[src/rtl/m_pseq.sv]
// Power sequencer: enables rails in ascending order on power-up and descending
// order on power-down, waits for power-good / discharge on each rail, bounds
// every wait with a tick-based timer, and latches faults until the request drops.
module m_pseq #(
  parameter int NR     = 4,
  parameter int T_TICK = 1000,
  parameter int T_PG   = 200,
  parameter int T_DLY  = 10,
  parameter int T_DIS  = 500,
  parameter int T_OFF  = 50
) (
  input  logic          clk,
  input  logic          rst_n,
  input  logic          req,
  input  logic [NR-1:0] pg,
  input  logic [NR-1:0] dis,
  input  logic          ov,
  output logic [NR-1:0] en,
  output logic          pwr_ok,
  output logic          busy,
  output logic          fault,
  output logic [3:0]    flt_idx,
  output logic [1:0]    flt_type,
  output logic          warn
);

  localparam int IW = (NR > 1) ? $clog2(NR) : 1;
  localparam logic [IW-1:0] LAST = IW'(NR - 1);

  typedef enum logic [2:0] {
    S_OFF, S_UP_WAIT, S_UP_DLY, S_ON, S_DN_WAIT, S_DN_DLY, S_FAULT, S_COOL
  } state_t;

  state_t         state_reg, state_next;
  logic [IW-1:0]  idx_reg, idx_next;
  logic [NR-1:0]  en_reg, en_next;
  logic           pwr_ok_reg, pwr_ok_next;
  logic           busy_reg, busy_next;
  logic           fault_reg, fault_next;
  logic [3:0]     flt_idx_reg, flt_idx_next;
  logic [1:0]     flt_type_reg, flt_type_next;
  logic           warn_reg, warn_next;

  logic [15:0]    presc_reg;
  logic           tick;
  logic [15:0]    tmr_reg;
  logic [15:0]    lim;
  logic           expired;
  logic [NR-1:0]  lost;
  logic           pg_lost;
  logic           take_fault;
  logic [1:0]     fault_kind;

  assign tick = (presc_reg == 16'(T_TICK - 1));

  // Free-running prescaler producing a one-clock tick every T_TICK cycles
  always_ff @(posedge clk or negedge rst_n) begin
    if (!rst_n)    presc_reg <= '0;
    else if (tick) presc_reg <= '0;
    else           presc_reg <= presc_reg + 16'd1;
  end

  // Limit of the state timer depends on what the current state is waiting for
  always_comb begin
    lim = 16'(T_DLY);
    case (state_reg)
      S_UP_WAIT: lim = 16'(T_PG);
      S_DN_WAIT: lim = 16'(T_DIS);
      S_COOL:    lim = 16'(T_OFF);
      default:   lim = 16'(T_DLY);
    endcase
  end

  assign expired = (tmr_reg >= lim);

  // State timer: restarts whenever the state or rail index moves, else counts ticks
  always_ff @(posedge clk or negedge rst_n) begin
    if (!rst_n)                                                tmr_reg <= '0;
    else if ((state_next != state_reg) || (idx_next != idx_reg)) tmr_reg <= '0;
    else if (tick && (tmr_reg != 16'hFFFF))                    tmr_reg <= tmr_reg + 16'd1;
  end

  // A rail that is enabled and should already be good but has lost pg
  generate
    for (genvar gi = 0; gi < NR; gi++) begin : g_lost
      localparam logic [IW-1:0] J = IW'(gi);
      assign lost[gi] = en_reg[gi] & ~pg[gi] &
                        ((state_reg == S_UP_DLY) | (state_reg == S_ON) |
                         ((state_reg == S_UP_WAIT) & (J < idx_reg)));
    end
  endgenerate

  assign pg_lost = |lost;

  // Next-state and registered-output logic
  always_comb begin
    state_next    = state_reg;
    idx_next      = idx_reg;
    en_next       = en_reg;
    pwr_ok_next   = pwr_ok_reg;
    fault_next    = fault_reg;
    flt_idx_next  = flt_idx_reg;
    flt_type_next = flt_type_reg;
    warn_next     = warn_reg;
    take_fault    = 1'b0;
    fault_kind    = 2'd0;

    case (state_reg)
      S_OFF: begin
        if (req) begin
          state_next  = S_UP_WAIT;
          idx_next    = '0;
          en_next     = '0;
          en_next[0]  = 1'b1;
          warn_next   = 1'b0;
        end
      end
      S_UP_WAIT: begin
        if (ov) begin
          take_fault = 1'b1; fault_kind = 2'd3;
        end else if (pg_lost) begin
          take_fault = 1'b1; fault_kind = 2'd2;
        end else if (pg[idx_reg]) begin
          // pg arriving on the expiry cycle still counts as success
          if (req) begin
            state_next = S_UP_DLY;
          end else begin
            state_next        = S_DN_WAIT;
            en_next[idx_reg]  = 1'b0;
          end
        end else if (expired) begin
          take_fault = 1'b1; fault_kind = 2'd1;
        end else if (!req) begin
          state_next        = S_DN_WAIT;
          en_next[idx_reg]  = 1'b0;
        end
      end
      S_UP_DLY: begin
        if (ov) begin
          take_fault = 1'b1; fault_kind = 2'd3;
        end else if (pg_lost) begin
          take_fault = 1'b1; fault_kind = 2'd2;
        end else if (!req) begin
          state_next        = S_DN_WAIT;
          en_next[idx_reg]  = 1'b0;
        end else if (expired) begin
          if (idx_reg == LAST) begin
            state_next  = S_ON;
            pwr_ok_next = 1'b1;
          end else begin
            state_next         = S_UP_WAIT;
            idx_next           = idx_reg + IW'(1);
            en_next[idx_next]  = 1'b1;
          end
        end
      end
      S_ON: begin
        if (ov) begin
          take_fault = 1'b1; fault_kind = 2'd3;
        end else if (pg_lost) begin
          take_fault = 1'b1; fault_kind = 2'd2;
        end else if (!req) begin
          state_next     = S_DN_WAIT;
          idx_next       = LAST;
          en_next[LAST]  = 1'b0;
          pwr_ok_next    = 1'b0;
        end
      end
      S_DN_WAIT: begin
        if (ov) begin
          take_fault = 1'b1; fault_kind = 2'd3;
        end else if (dis[idx_reg]) begin
          state_next = S_DN_DLY;
        end else if (expired) begin
          // A rail that never discharges is only a warning; keep shutting down
          warn_next  = 1'b1;
          state_next = S_DN_DLY;
        end
      end
      S_DN_DLY: begin
        if (ov) begin
          take_fault = 1'b1; fault_kind = 2'd3;
        end else if (expired) begin
          if (idx_reg != '0) begin
            state_next         = S_DN_WAIT;
            idx_next           = idx_reg - IW'(1);
            en_next[idx_next]  = 1'b0;
          end else begin
            state_next = S_COOL;
          end
        end
      end
      S_FAULT: begin
        en_next = '0;
        if (!req) state_next = S_COOL;
      end
      S_COOL: begin
        en_next = '0;
        if (expired) begin
          state_next    = S_OFF;
          fault_next    = 1'b0;
          flt_idx_next  = 4'd0;
          flt_type_next = 2'd0;
        end
      end
      default: state_next = S_OFF;
    endcase

    if (take_fault) begin
      state_next    = S_FAULT;
      idx_next      = idx_reg;
      en_next       = '0;
      pwr_ok_next   = 1'b0;
      fault_next    = 1'b1;
      flt_idx_next  = 4'(idx_reg);
      flt_type_next = fault_kind;
    end

    busy_next = (state_next == S_UP_WAIT) || (state_next == S_UP_DLY) ||
                (state_next == S_DN_WAIT) || (state_next == S_DN_DLY) ||
                (state_next == S_COOL);
  end

  // State and output registers
  always_ff @(posedge clk or negedge rst_n) begin
    if (!rst_n) begin
      state_reg    <= S_OFF;
      idx_reg      <= '0;
      en_reg       <= '0;
      pwr_ok_reg   <= 1'b0;
      busy_reg     <= 1'b0;
      fault_reg    <= 1'b0;
      flt_idx_reg  <= 4'd0;
      flt_type_reg <= 2'd0;
      warn_reg     <= 1'b0;
    end else begin
      state_reg    <= state_next;
      idx_reg      <= idx_next;
      en_reg       <= en_next;
      pwr_ok_reg   <= pwr_ok_next;
      busy_reg     <= busy_next;
      fault_reg    <= fault_next;
      flt_idx_reg  <= flt_idx_next;
      flt_type_reg <= flt_type_next;
      warn_reg     <= warn_next;
    end
  end

  assign en       = en_reg;
  assign pwr_ok   = pwr_ok_reg;
  assign busy     = busy_reg;
  assign fault    = fault_reg;
  assign flt_idx  = flt_idx_reg;
  assign flt_type = flt_type_reg;
  assign warn     = warn_reg;

endmodule
[config.mk]
export PLATFORM = sky130hd
export DESIGN_NAME = m_pseq
export DESIGN_NICKNAME = d
export VERILOG_FILES = /design/src/rtl/m_pseq.sv
export SDC_FILE = /design/constraint.sdc
export NUM_CORES = 1
export LEC_CHECK = 0
export CAP_MARGIN = 5
export CORE_MARGIN = 3
export CORE_UTILIZATION = 66
export CTS_BUF_LIST = sky130_fd_sc_hd__clkbuf_4
export DETAILED_ROUTE_END_ITERATION = 8
export PLACE_DENSITY_LB_ADDON = 0.12
export SKIP_LAST_GASP = 1
export SLEW_MARGIN = 20
export SYNTH_ARGS = -nofsm -noshare
export SYNTH_HDL_FRONTEND = slang
export SYNTH_SLANG_ARGS = --single-unit
export TNS_END_PERCENT = 5
[constraint.sdc]
create_clock -name clk -period 12 [get_ports clk]
set_clock_uncertainty 0.2 [all_clocks]
set_input_delay 1.2 -clock clk [delete_from_list [all_inputs] [get_ports clk]]
set_output_delay 1.2 -clock clk [all_outputs]
set_load 0.01 [all_outputs]
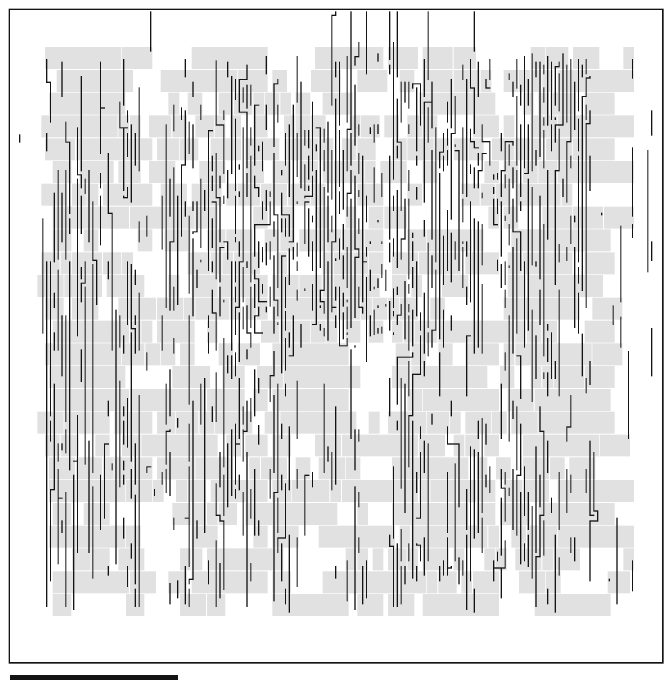
Fig. 1. M2 wires.
Scale bar: 20 um.
longest straight run: 41.1 um
nets with wire on the layer: 364
main direction: vertical
wire length on this layer: 3700 um

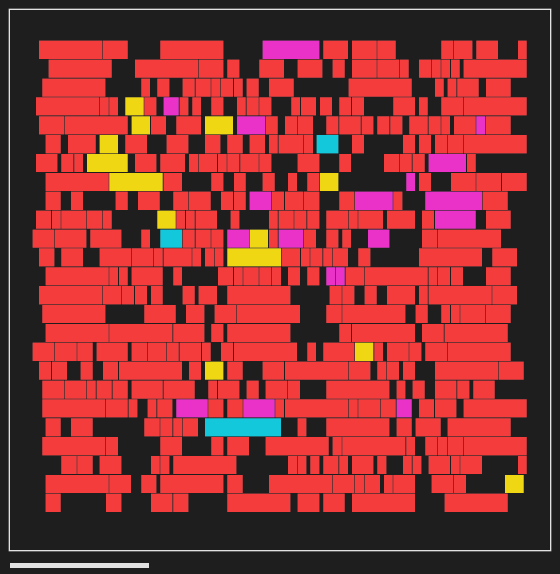
Fig. 2. Drive-strength map.
Scale bar: 20 um.
| size | color | cells | most used |
|---|---|---|---|
| _0 and _1 cells | red | 368 | dfrtp_1 |
| _6 and larger | cyan | 3 | inv_6 |
| _2 cells | magenta | 18 | inv_2 |
| _3 and _4 cells | yellow | 13 | clkbuf_4 |

==> flow_summary_export.csv <==
group,metric,value,unit
worst_setup_path,crit_fanout,16,
clock_tree,cts_setup_buffers,0,
clock_tree,clock_path_buffers,2,
placement,placed_cell_area,0.00362,sq mm
layout,synthToLayoutAreaGrowth,8.97,%
layout,nets,423,
timing,setup_violations,0,
clock_tree,cts_tree,"built",
floorplan,die_h,77.8,um
floorplan,core_util_floorplan,70.2,%
synthesis,synth-main-ff-cell,"dfrtp_1",
power,p_clk_share,14.9,%
detailed_routing,ant_nets,0,
worst_setup_path,crit_chain,"clkdlybuf4s50_1, nand4bb_1, o41ai_2, nor4b_2, o21ai_1, a32oi_1, o21ai_1, nor4_4, nor2b_1",
detailed_routing,wl_per_cell,16.9,um
layout,final_area,0.00371,sq mm
synthesis,area_leaders,"dfrtp_1, xnor2_1, nand2_1",
detailed_routing,drc_errors,0,
layout,diodes,0,
power,p_int,372,uW
timing,hold_slack,294,ps
detailed_routing,vias_per_cell,6.43,
floorplan,core,0.00485,sq mm
worst_setup_path,crit_type,"in2reg",
worst_setup_path,cp_common_cell,"o21ai_1",
power,ir_worst_vdd,0.000183,V
worst_setup_path,timing.rr.start,"state_reg[0]",
worst_hold_path,whs_path_depth,1,
floorplan,ios,26,
worst_setup_path,end_kind,"flip-flop",
power,p_comb_share,55.4,%
synthesis,synth_flops,49,
timing,rsz0062_at_grt,"no",
worst_setup_path,reg2reg_depth,12,
layout,final_layout_size_suffix_gt1_share,8.46,%
worst_hold_path,min_path_type,"reg2reg",
layout,utilization,76.5,%
timing,hold_violations,0,
grt,grt_max_degree,50,
clock_tree,ctsHoldBuffers,0,
placement,place_congestion,0.973,
layout,layout_top_cell,"dfrtp_1",
worst_setup_path,critPathMaxStageDelay,860,ps
grt,grt_util_all_layers,28.1,%
grt,grt_pass1_vias,2787,
timing,slew_viol_final,0,
synthesis,syn_area_per_cell,8.77,sq um
synthesis,yosysWarningCount,0,
detailed_routing,dr.first_iter.drc_count,371,
worst_setup_path,start_kind,"input pin",
synthesis,top_area_share,36.0,%
synthesis,synthTopCellsByCount,"dfrtp_1, nand2_1, nor2_1",
synthesis,synth_seq_share,36.0,%
placement,place_hpwl,5730,um
power,p_leak,0.00155,uW
synthesis,ys_chip_area,0.00340,sq mm
timing,period_used_share,37.2,%
worst_hold_path,hold_end,"presc_reg[15]",
power,power_density,188,mW/mm^2
synthesis,synthDistinctLibCells,65,
grt,grt_antenna_before_repair,0,
synthesis,top_area_cell,"dfrtp_1",
grt,grt-ovfl-total,0,
layout,final_cell_mix,"dfrtp_1, nand2_1, nor2_1, a21oi_1",
run_status,status,"finished clean",
synthesis,synthCells,388,
synthesis,synth-edff-count,0,
power,p_sw_share,46.5,%
timing,clock.fmax,0.224,GHz
synthesis,syn_area,0.00340,sq mm
clock_tree,htreeDepth,2,
placement,portBuffers,23,
synthesis,ys_cells,388,
detailed_routing,routed_wl,7940,um
power,p_seq_share,29.7,%
floorplan,placementRows,25,
flow_run,warnings,26,
power,power_switching,324,uW
synthesis,ys_async_sr_fraction,100,%
layout,final_cell_count_no_fill,469,
clock_tree,cts_sinks,49,
detailed_routing,vias,3018,
timing,min_period,4460,ps
synthesis,most_common_cell,"dfrtp_1",
clock_tree,cts_resized,0,
worst_hold_path,min_from,"presc_reg[15]",
power,p_total,696,uW
timing,fin_ws,7540,ps
clock_tree,cts_root_buffer,"clkbuf_4",
placement,dp.cells,461,
placement,pre_cts_ws,7160,ps
worst_setup_path,crit_required,12100,ps
worst_setup_path,slowest_stage,"nor4b_2",
floorplan,fp.dieW,77.8,um
grt,grt_pass1_wl,13800,um
detailed_routing,drt-pass1-iter-count,6,
worst_setup_path,regToRegSetupSlack,7560,ps
clock_tree,clk_latency,380,ps
clock_tree,clk_pin_slew,160,ps
timing,setup_tns,0,ps
worst_setup_path,r2r-end,"tmr_reg[1]",
floorplan,chipArea,0.00606,sq mm
timing,worstMarginPinSlew,1040,ps
clock_tree,numCtsBuffers,5,
worst_setup_path,arrival,4560,ps
timing,max_slew_margin,30.7,%
flow_run,max_cap_violations,0,
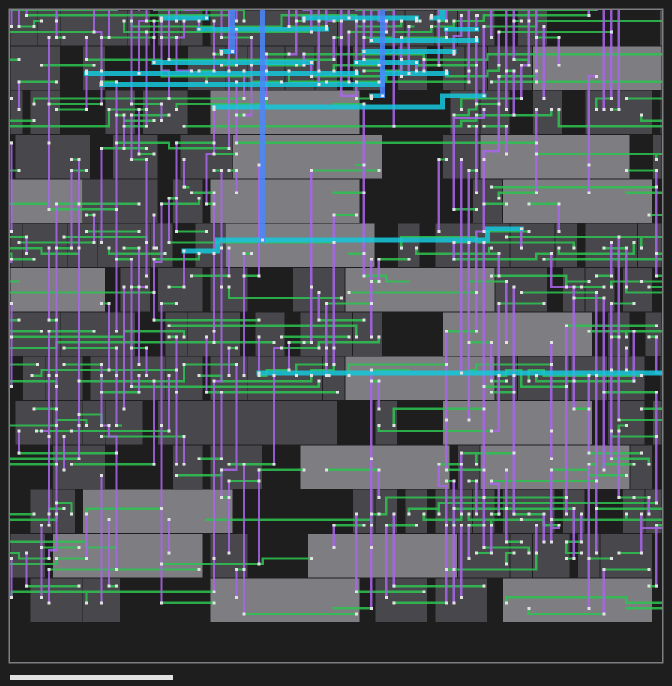
Fig. 3. Zoomed window.
Scale bar: 10 um. Region (19, 3) to (59, 43) um. Cells in gray, sequential cells in the stronger gray; small squares are vias.
| layer | color |
|---|---|
| metal 1 | green |
| metal 4 | blue |
| metal 3 | cyan |
| metal 2 | purple |
cells with their middle in the window: 131
sequential cells in the window: 19
most frequent: dfrtp_1 (19), nor2_1 (16), nand2_1 (14)
netlist names of flops here include: presc_reg (9), tmr_reg (7), flt_type (2)

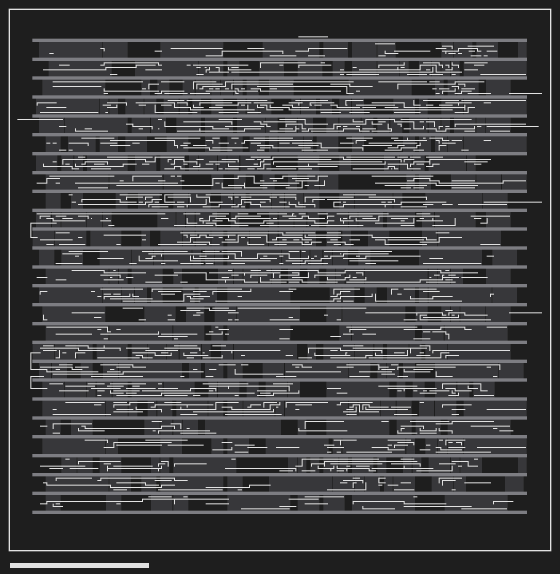
Fig. 4. Signal wires on met1.
Scale bar: 20 um. Supply wires on this layer in gray.
nets with wire on the layer: 386
wire length on this layer: 3560 um
main direction: horizontal
share of all routed wire: 45%
longest straight run: 29.0 um

## layout make-up
type,instances,area [sq um]
Clock inverter,3,47.5
Clock buffer,5,37.5
Timing Repair Buffer,26,250
Fill cell,353,1140
Multi-Input combinational cell,306,2020
Inverter,13,48.8
Tap cell,67,83.8
Sequential cell,49,1230
## layer usage
metal | up-vias | part of all wire [%] | GRT usage (%)
met5 | - | 0 | 0
met4 | 0 | 1.3 | 5.69
met3 | 13 | 7.4 | 4.87
met2 | 139 | 47 | 44.4
met1 | 1447 | 45 | 40.6
li1 | 1419 | - | -
## worst max path at each step
stage	from	to	slack, ps	cells past startpoint
after floorplan	state_reg[0]	tmr_reg[7]	8190	16
final	pg[3]	tmr_reg[1]	7540	9
after global routing	state_reg[0]	tmr_reg[1]	7240	12
after CTS	pg[3]	tmr_reg[1]	7550	9
after global placement	pg[3]	tmr_reg[12]	7360	9
after detailed placement	pg[3]	tmr_reg[1]	7160	9
## cell families after synthesis
kind of cell	share of synthesized area, %
other	0.110
buffers and inverters	4.89
AND-OR/OR-AND	18.7
adder cells (fa/ha/maj)	3.68
multiplexers	2.57
AND/OR/NAND/NOR	25.8
XOR/XNOR	8.23
flip-flops	36.0
## power by group through the flow
stage / Sequential [uW] / Clock (uW) / Combinational, uW
final: 207 / 104 / 386
after global routing: 211 / 112 / 427
after CTS: 206 / 105 / 382
after detailed placement: 210 / 0 / 379
after global placement: 208 / 0 / 373
after floorplan: 203 / 0 / 298
## worst max-delay path: cells and delay by family
family | cells | cell delay (ps)
AND/OR/NAND/NOR | 4 | 1890
buffers and inverters | 1 | 490
AND-OR/OR-AND | 4 | 980
No activity file was given, so power comes from the tool's default toggle rates.
